<file path="src/rtl/piso_pkg.sv">
// Shared definitions for the parallel-in/serial-out transmitter family.
//   state_t   : transmitter FSM encoding (IDLE = nothing to send, SHIFT = word in shifter)
//   DEF_WIDTH : default serial word width
//   CNT_W     : bit-counter width for the default word width
//   cnt_width : bit-counter width for an arbitrary word width
package piso_pkg;

  typedef enum logic {
    IDLE  = 1'b0,
    SHIFT = 1'b1
  } state_t;

  localparam int DEF_WIDTH = 16;
  localparam int CNT_W     = $clog2(DEF_WIDTH);

  function automatic int cnt_width(input int w);
    return (w < 2) ? 1 : $clog2(w);
  endfunction

endpackage

</file>
<file path="src/rtl/piso_hold_buf.sv">
// One-entry holding register with full flag.
//   clk     : clock, rising edge
//   rst_n   : asynchronous active-low reset (clears data and full flag)
//   wr_en   : capture wr_data and set full
//   wr_data : word to store
//   rd_en   : consume the stored word (clears full)
//   rd_data : stored word
//   full    : an unconsumed word is stored
module piso_hold_buf #(
  parameter int WIDTH = 16
) (
  input  logic             clk,
  input  logic             rst_n,
  input  logic             wr_en,
  input  logic [WIDTH-1:0] wr_data,
  input  logic             rd_en,
  output logic [WIDTH-1:0] rd_data,
  output logic             full
);

  logic [WIDTH-1:0] data_q, data_d;
  logic             full_q, full_d;

  // A write in the same cycle as a read wins, so the buffer can be refilled
  // on the cycle it is drained.
  always_comb begin
    data_d = data_q;
    full_d = full_q;
    if (rd_en) begin
      full_d = 1'b0;
    end
    if (wr_en) begin
      data_d = wr_data;
      full_d = 1'b1;
    end
  end

  always_ff @(posedge clk or negedge rst_n) begin
    if (!rst_n) begin
      data_q <= '0;
      full_q <= 1'b0;
    end else begin
      data_q <= data_d;
      full_q <= full_d;
    end
  end

  assign rd_data = data_q;
  assign full    = full_q;

endmodule

</file>
<file path="src/rtl/piso_16bit.sv">
// Parallel-in, serial-out transmitter with a one-word holding buffer.
//   clk        : clock, rising edge
//   rst        : asynchronous active-low reset
//   ld_valid   : a word is offered on d
//   ld_ready   : a word can be accepted this cycle
//   d          : parallel word, sampled on ld_valid && ld_ready
//   sout       : current serial bit
//   sout_valid : sout holds a valid bit
//   sout_ready : receiver accepts the bit this cycle
//   sout_last  : current bit is the final bit of its word
//   busy       : shifter or holding buffer holds data
module piso_16bit
  import piso_pkg::*;
#(
  parameter int WIDTH     = 16,
  parameter bit MSB_FIRST = 1'b1
) (
  input  logic             clk,
  input  logic             rst,
  input  logic             ld_valid,
  output logic             ld_ready,
  input  logic [WIDTH-1:0] d,
  output logic             sout,
  output logic             sout_valid,
  input  logic             sout_ready,
  output logic             sout_last,
  output logic             busy
);

  localparam int             CW       = (WIDTH == DEF_WIDTH) ? CNT_W : cnt_width(WIDTH);
  localparam logic [CW-1:0]  CNT_LAST = CW'(WIDTH - 1);

  state_t           state_q, state_d;
  logic [WIDTH-1:0] shreg_q, shreg_d;
  logic [CW-1:0]    cnt_q, cnt_d;

  logic             hold_full;
  logic [WIDTH-1:0] hold_data;
  logic             hold_wr, hold_rd;
  logic             in_shift, load, beat, last_beat;
  logic [WIDTH-1:0] shreg_next;

  piso_hold_buf #(.WIDTH(WIDTH)) u_hold (
    .clk     (clk),
    .rst_n   (rst),
    .wr_en   (hold_wr),
    .wr_data (d),
    .rd_en   (hold_rd),
    .rd_data (hold_data),
    .full    (hold_full)
  );

  // Handshake and output decode
  always_comb begin
    in_shift   = (state_q == SHIFT);
    ld_ready   = rst && !hold_full;
    load       = ld_valid && ld_ready;
    sout_valid = in_shift;
    sout       = in_shift && (MSB_FIRST ? shreg_q[WIDTH-1] : shreg_q[0]);
    sout_last  = in_shift && (cnt_q == CNT_LAST);
    beat       = sout_valid && sout_ready;
    last_beat  = beat && sout_last;
    busy       = in_shift || hold_full;
    // A load while shifting parks in the buffer, except on the last beat with
    // an empty buffer, where it goes straight to the shifter instead.
    hold_wr    = load && in_shift && !last_beat;
    hold_rd    = last_beat && hold_full;
    shreg_next = MSB_FIRST ? {shreg_q[WIDTH-2:0], 1'b0} : {1'b0, shreg_q[WIDTH-1:1]};
  end

  // Next-state: FSM, shifter, counter
  always_comb begin
    state_d = state_q;
    shreg_d = shreg_q;
    cnt_d   = cnt_q;
    unique case (state_q)
      IDLE: begin
        if (load) begin
          shreg_d = d;
          cnt_d   = '0;
          state_d = SHIFT;
        end
      end
      SHIFT: begin
        if (beat) begin
          if (!sout_last) begin
            shreg_d = shreg_next;
            cnt_d   = cnt_q + 1'b1;
          end else if (hold_full) begin
            shreg_d = hold_data;
            cnt_d   = '0;
          end else if (load) begin
            shreg_d = d;
            cnt_d   = '0;
          end else begin
            state_d = IDLE;
          end
        end
      end
      default: state_d = IDLE;
    endcase
  end

  always_ff @(posedge clk or negedge rst) begin
    if (!rst) begin
      state_q <= IDLE;
      shreg_q <= '0;
      cnt_q   <= '0;
    end else begin
      state_q <= state_d;
      shreg_q <= shreg_d;
      cnt_q   <= cnt_d;
    end
  end

endmodule
</file>
<file path="config.mk">
export PLATFORM = sky130hd
export DESIGN_NAME = piso_16bit
export DESIGN_NICKNAME = d
export VERILOG_FILES = /design/src/rtl/piso_pkg.sv /design/src/rtl/piso_hold_buf.sv /design/src/rtl/piso_16bit.sv
export SDC_FILE = /design/constraint.sdc
export NUM_CORES = 1
export LEC_CHECK = 0
export ABC_AREA = 1
export CAP_MARGIN = 30
export CORE_MARGIN = 4
export CORE_UTILIZATION = 49
export CTS_BUF_LIST = sky130_fd_sc_hd__clkbuf_8
export CTS_CLUSTER_SIZE = 25
export DETAILED_ROUTE_END_ITERATION = 10
export GPL_TIMING_DRIVEN = 0
export PLACE_DENSITY = 0.71
export SYNTH_ARGS = -nofsm -noshare
export SYNTH_HDL_FRONTEND = slang
export SYNTH_SLANG_ARGS = --single-unit
</file>
<file path="constraint.sdc">
create_clock -name clk -period 1.5 [get_ports clk]
set_input_delay 0.3 -clock clk [delete_from_list [all_inputs] [get_ports clk]]
set_output_delay 0.3 -clock clk [all_outputs]
set_load 0.01 [all_outputs]
</file>
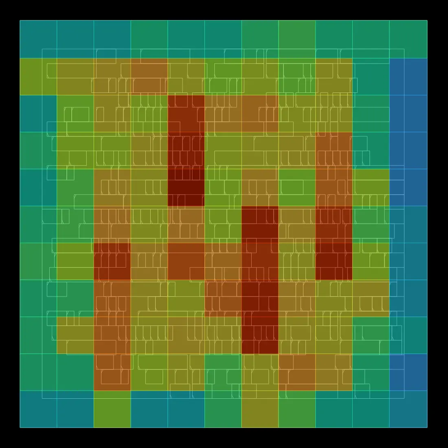
(run_1/congestion.png)
wire length per cell: 13.7 um
most used routing layer: met2

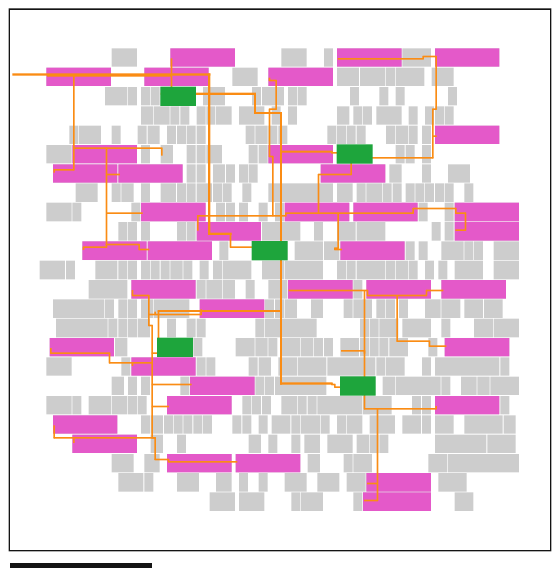
(run_1/clk_routes.png)
Scale bar: 20 um.
[green] clock drivers | count: 5
[magenta] flip-flops | count: 38
[orange] clock wires | length: 546 um
routed clock nets: 6
Worst Clk Skew: 9.48 ps
clk_lat worst skew: 300 ps
clk pwr: 0.759 mW

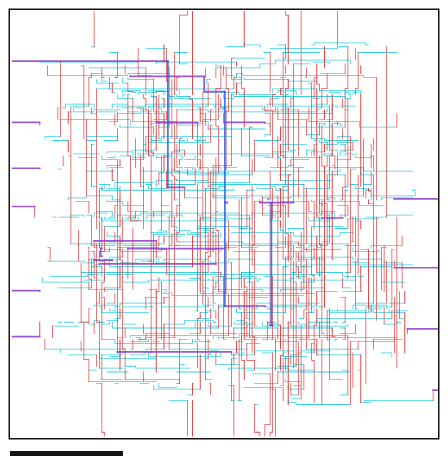
(run_1/wires.png)
Scale bar: 20 um.
[blue] metal 4 | wire length: 82.3 um
[red] metal 2 | wire length: 2,720 um
[cyan] metal 1 | wire length: 2,690 um
[purple] metal 3 | wire length: 201 um

==> impl_metrics.csv, run 1 <==
group,metric,value,unit
final_layout,syn2layout_area_growth,31.8,%
yosys,numSynthFlops,38,
hold_path,holdPathStages,2,
worst_setup_path,r2r_end,"shreg_q[5]",
yosys,top_area_share,41.9,%
place,place_area,0.00260,mm2
worst_setup_path,cp-startpoint,"cnt_q[0]",
global_routing,grt_first_pass_wirelength,9.20,mm
final_layout,comb_share,39.1,%
final_timing,setup_violations,0,
worst_setup_path,slowest_delay,400,ps
run_status,status,"completed",
clock_network,h-tree-depth,2,
yosys,ys_seq_share,41.9,%
final_layout,area_dominant_class,"multi-input combinational cells",
detailed_routing,firstDrtPassIters,4,
clock_network,cts_hold_buf,2,
worst_setup_path,cp_top_family,"flip-flops",
detailed_routing,wl_met3,200,um
detailed_routing,via_per_inst,4.95,
clock_network,cts_tree,"built",
detailed_routing,vias,2054,
detailed_routing,drtIter0Drc,121,
final_layout,final_nets,383,
yosys,floorplan.nets,330,
floorplanning,fp.dieW,76.1,um
final_layout,mostFrequentLayoutCell,"nand2_1",
place,numPortBuffers,24,
floorplanning,die_area,0.00579,mm2
clock_network,cts_resized,32,
power_and_ir_drop,p_seq_share,41.9,%
power_and_ir_drop,pwr-share-comb,40.3,%
final_timing,grt_setup_unrepaired,"yes",
clock_network,clockBufferDepth,2,
floorplanning,coreArea,0.00441,mm2
worst_setup_path,critPathCaptureType,"flip-flop",
yosys,synthTopLogicFamily,"simple AND/OR/NAND/NOR gates",
final_layout,regArea,952,um2
final_layout,comb_area,0.00117,mm2
worst_setup_path,path_cells,"ha_4, buf_6, nand3_4, o21bai_4, and2_4, clkbuf_16, nand2_1, nand2_1",
yosys,edf_count,0,
final_layout,finalCoreUtilization,67.8,%
clock_network,numCtsBuffers,5,
worst_setup_path,cp_common_cell,"nand2_1",
global_routing,grt_usage,19.4,%
power_and_ir_drop,p_seq,1.78,mW
hold_path,min_path_type,"flip-flop to flip-flop",
==> run 1 -> run 2 <==
--- a/config.mk
+++ b/config.mk
@@ -17,3 +17,4 @@
 export SYNTH_ARGS = -nofsm -noshare
 export SYNTH_HDL_FRONTEND = slang
 export SYNTH_SLANG_ARGS = --single-unit
+export TNS_END_PERCENT = 20
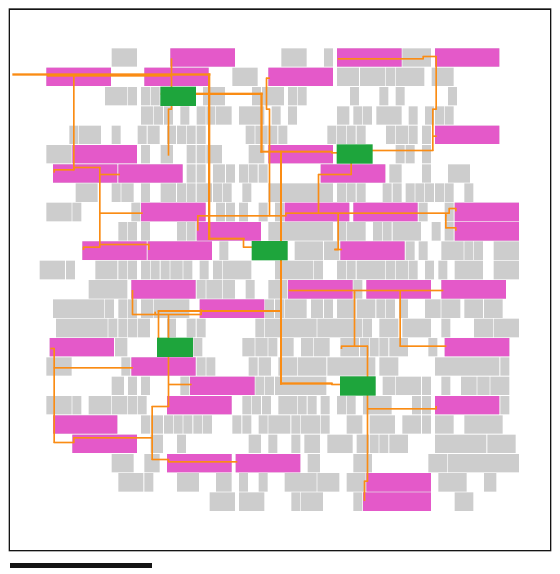
(run_2/clk_routes.png)
Scale bar: 20 um.
[green] clock drivers | count: 5
[orange] clock wires | length: 538 um
[magenta] flip-flops | count: 38
routed clock nets: 6

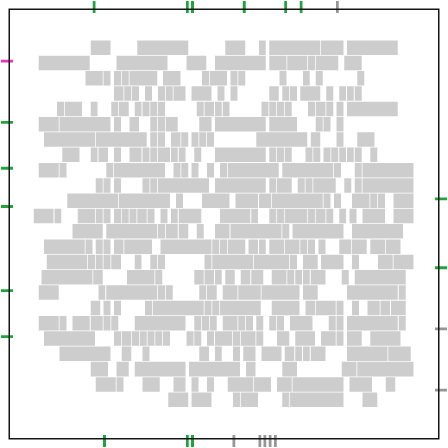
(run_2/io_placement.png)
Pins as bars across the die edge, other pins in gray.
[magenta] clk | pins: 1 | direction: input | edge: left
[green] d | pins: 16 | direction: input | edge: 6 top, 5 left, 3 bottom, 2 right
all pins by edge: 8 bottom, 7 top, 6 left, 4 right

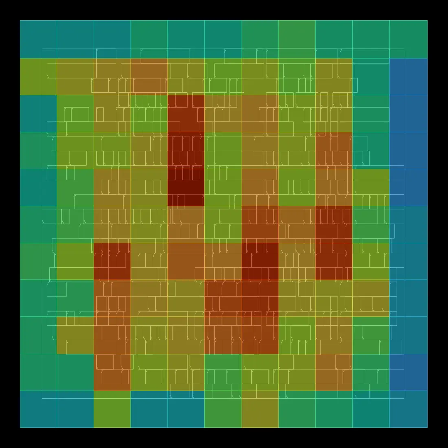
(run_2/congestion.png)
global routing usage on met1: 27.1%
met2 usage: 30.9%
Final Core Density: 68.0%
wire length per cell: 13.7 um
Total GRT Usage: 19.5%

==> impl_metrics.csv, run 2 <==
group,metric,value,unit
run_status,status,"complete, but fails checks",
run_status,violations,"setup timing",
place,place_ws,-451,ps
final_layout,comb_area,0.00116,mm2
floorplanning,dieHeight,76.1,um
floorplanning,coreArea,0.00441,mm2
clock_network,cts_tree,"built",
yosys,floorplan.nets,330,
final_layout,syn2layout_area_growth,32.3,%
clock_network,postCtsSetupRepairBufs,7,
final_timing,skew,8.69,ps
final_layout,regArea,952,um2
detailed_routing,via_per_inst,4.97,
yosys,yosys.area_share.adder,0.551,%
worst_setup_path,path_class,"flip-flop to flip-flop",
final_timing,final.setup.tns,-4.71,ps
power_and_ir_drop,p_seq,1.77,mW
yosys,synthCells,309,
floorplanning,ios,25,
power_and_ir_drop,pwr-share-comb,40.7,%
clock_network,cts_resized,30,
power_and_ir_drop,power_clock,0.754,mW
final_layout,instances_no_fill,416,
power_and_ir_drop,p_seq_share,41.6,%
worst_setup_path,slowest_delay,430,ps
worst_setup_path,rrSetupSlack,-5,ps
global_routing,grt_pass1_vias,1936,
flow_run,warnings,28,
final_layout,final_cell_area,0.00300,mm2
final_layout,mostFrequentLayoutCell,"nand2_1",
yosys,synthTopLogicFamily,"simple AND/OR/NAND/NOR gates",
final_timing,setup_ws,-4.71,ps
detailed_routing,met1_length,2.50,mm
hold_path,holdPathStages,2,
worst_setup_path,cp_top_family,"simple AND/OR/NAND/NOR gates",
place,dp.final_hpwl,3.60,mm
final_timing,whs,480,ps
floorplanning,num_tap_cells,52,
detailed_routing,wl_met3,352,um
final_timing,finalHoldViolCount,0,
place,numPortBuffers,24,
global_routing,grt.busiest_layer,"met2",
hold_path,min_path_type,"flip-flop to flip-flop",
yosys,avgSynthCellArea,7.35,um2
worst_setup_path,r2r_end,"cnt_q[0]",
clock_network,clk_latency,300,ps
final_timing,period_needed,1500,ps
final_layout,final-nonclk-buf-share,20.5,%
floorplanning,core.rowCount,24,
clock_network,cts_hold_buf,2,
detailed_routing,firstDrtPassIters,4,
yosys,top_area_share,41.9,%
clock_network,numCtsBuffers,5,
global_routing,met3_usage,4.02,%
detailed_routing,highest_layer,"met4",
global_routing,grt_first_pass_wirelength,9.23,mm
yosys,async_reset_ff_share,100,%
floorplanning,die_area,0.00579,mm2
yosys,ys_seq_share,41.9,%
worst_setup_path,path_cells,"buf_4, nand2_4, nor2_8, buf_8, nor2_4, inv_2, or2_0, nand2_1",
worst_setup_path,crit_fanout,7,
final_timing,grt_setup_unrepaired,"yes",
yosys,post-synth-top-area-cell,"dfrtp_1",
yosys,synth_cell_type_count,30,
clock_network,clockBufferDepth,2,
yosys,syn_area,0.00227,mm2
final_layout,comb_share,38.7,%
final_timing,setup_violations,1,
place,place_area,0.00260,mm2
worst_setup_path,path_buffers,3,
detailed_routing,drtIter0Drc,148,
worst_setup_path,critPathCaptureType,"flip-flop",
floorplanning,fp.dieW,76.1,um
yosys,xor_share,0,%
final_layout,area_dominant_class,"multi-input combinational cells",
detailed_routing,vias,2069,
worst_setup_path,cp-startpoint,"sout_valid",
clock_network,h-tree-depth,2,
yosys,edf_count,0,
final_layout,fillers,367,
yosys,numSynthFlops,38,
global_routing,grt_max_degree,22,
final_layout,final_nets,384,
==> run 2 -> run 3 <==
--- a/config.mk
+++ b/config.mk
@@ -6,7 +6,7 @@
 export NUM_CORES = 1
 export LEC_CHECK = 0
 export ABC_AREA = 1
-export CAP_MARGIN = 30
+export CAP_MARGIN = 20
 export CORE_MARGIN = 4
 export CORE_UTILIZATION = 49
 export CTS_BUF_LIST = sky130_fd_sc_hd__clkbuf_8
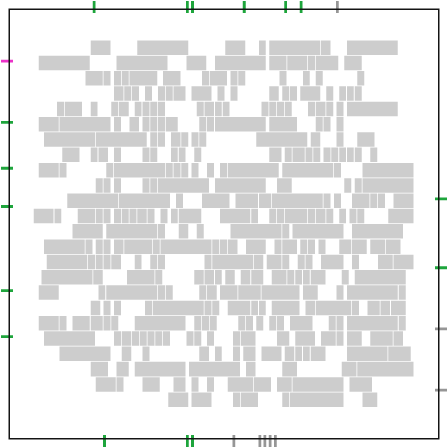
(run_3/io_placement.png)
Pins as bars across the die edge, other pins in gray.
[green] d | pins: 16 | direction: input | edge: 6 top, 5 left, 3 bottom, 2 right
[magenta] clk | pins: 1 | direction: input | edge: left
all pins by edge: 8 bottom, 7 top, 6 left, 4 right

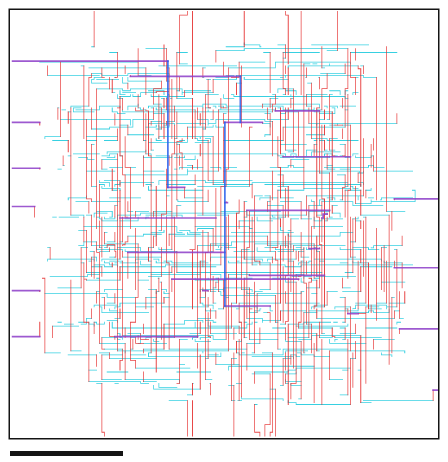
(run_3/wires.png)
Scale bar: 20 um.
[cyan] metal 1 | wire length: 2,530 um
[red] metal 2 | wire length: 2,600 um
[purple] metal 3 | wire length: 236 um
[blue] metal 4 | wire length: 63.2 um

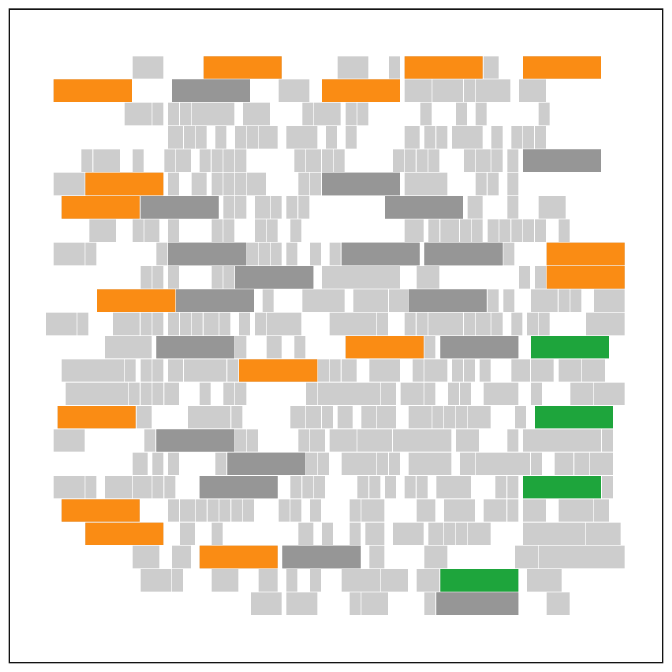
(run_3/flops_by_reg.png)
Other sequential cells in the stronger gray, the rest of the logic in the fainter gray.
[green] cnt_q | flops: 4
[orange] u_hold.rd_data | flops: 16 | where: widely spread
not colored: 18
Final Core Density: 65.7%
seq pwr: 1.78 mW

==> impl_metrics.csv, run 3 <==
group,metric,value,unit
flow_run,warnings,28,
yosys,synth_cell_type_count,30,
clock_network,clk_latency,300,ps
worst_setup_path,critPathCaptureType,"output pin",
worst_setup_path,r2r_end,"cnt_q[3]",
clock_network,cts_tree,"built",
final_layout,fillers,377,
floorplanning,fp.dieW,76.1,um
power_and_ir_drop,pwr-share-comb,39.6,%
yosys,async_reset_ff_share,100,%
detailed_routing,via_per_inst,4.98,
floorplanning,die_area,0.00579,mm2
yosys,syn_area,0.00227,mm2
global_routing,grt_first_pass_wirelength,9.23,mm
yosys,xor_share,0,%
yosys,top_area_share,41.9,%
yosys,yosys.area_share.adder,0.551,%
yosys,ys_seq_share,41.9,%
clock_network,clockBufferDepth,2,
worst_setup_path,path_cells,"buf_6, clkbuf_16, nor2_4, buf_2",
clock_network,postCtsSetupRepairBufs,7,
final_layout,comb_area,0.00114,mm2
final_layout,final-nonclk-buf-share,18.2,%
worst_setup_path,rrSetupSlack,10,ps
final_timing,setup_violations,1,
final_timing,skew,8.47,ps
detailed_routing,wl_met3,236,um
global_routing,grt.busiest_layer,"met2",
floorplanning,coreArea,0.00441,mm2
clock_network,cts_hold_buf,2,
final_timing,setup_ws,-14.7,ps
run_status,status,"complete, but fails checks",
run_status,violations,"setup timing",
final_layout,syn2layout_area_growth,27.8,%
detailed_routing,highest_layer,"met4",
yosys,post-synth-top-area-cell,"dfrtp_1",
final_timing,period_needed,1510,ps
Power figures rest on the tool's default switching activity, not on a simulated workload.
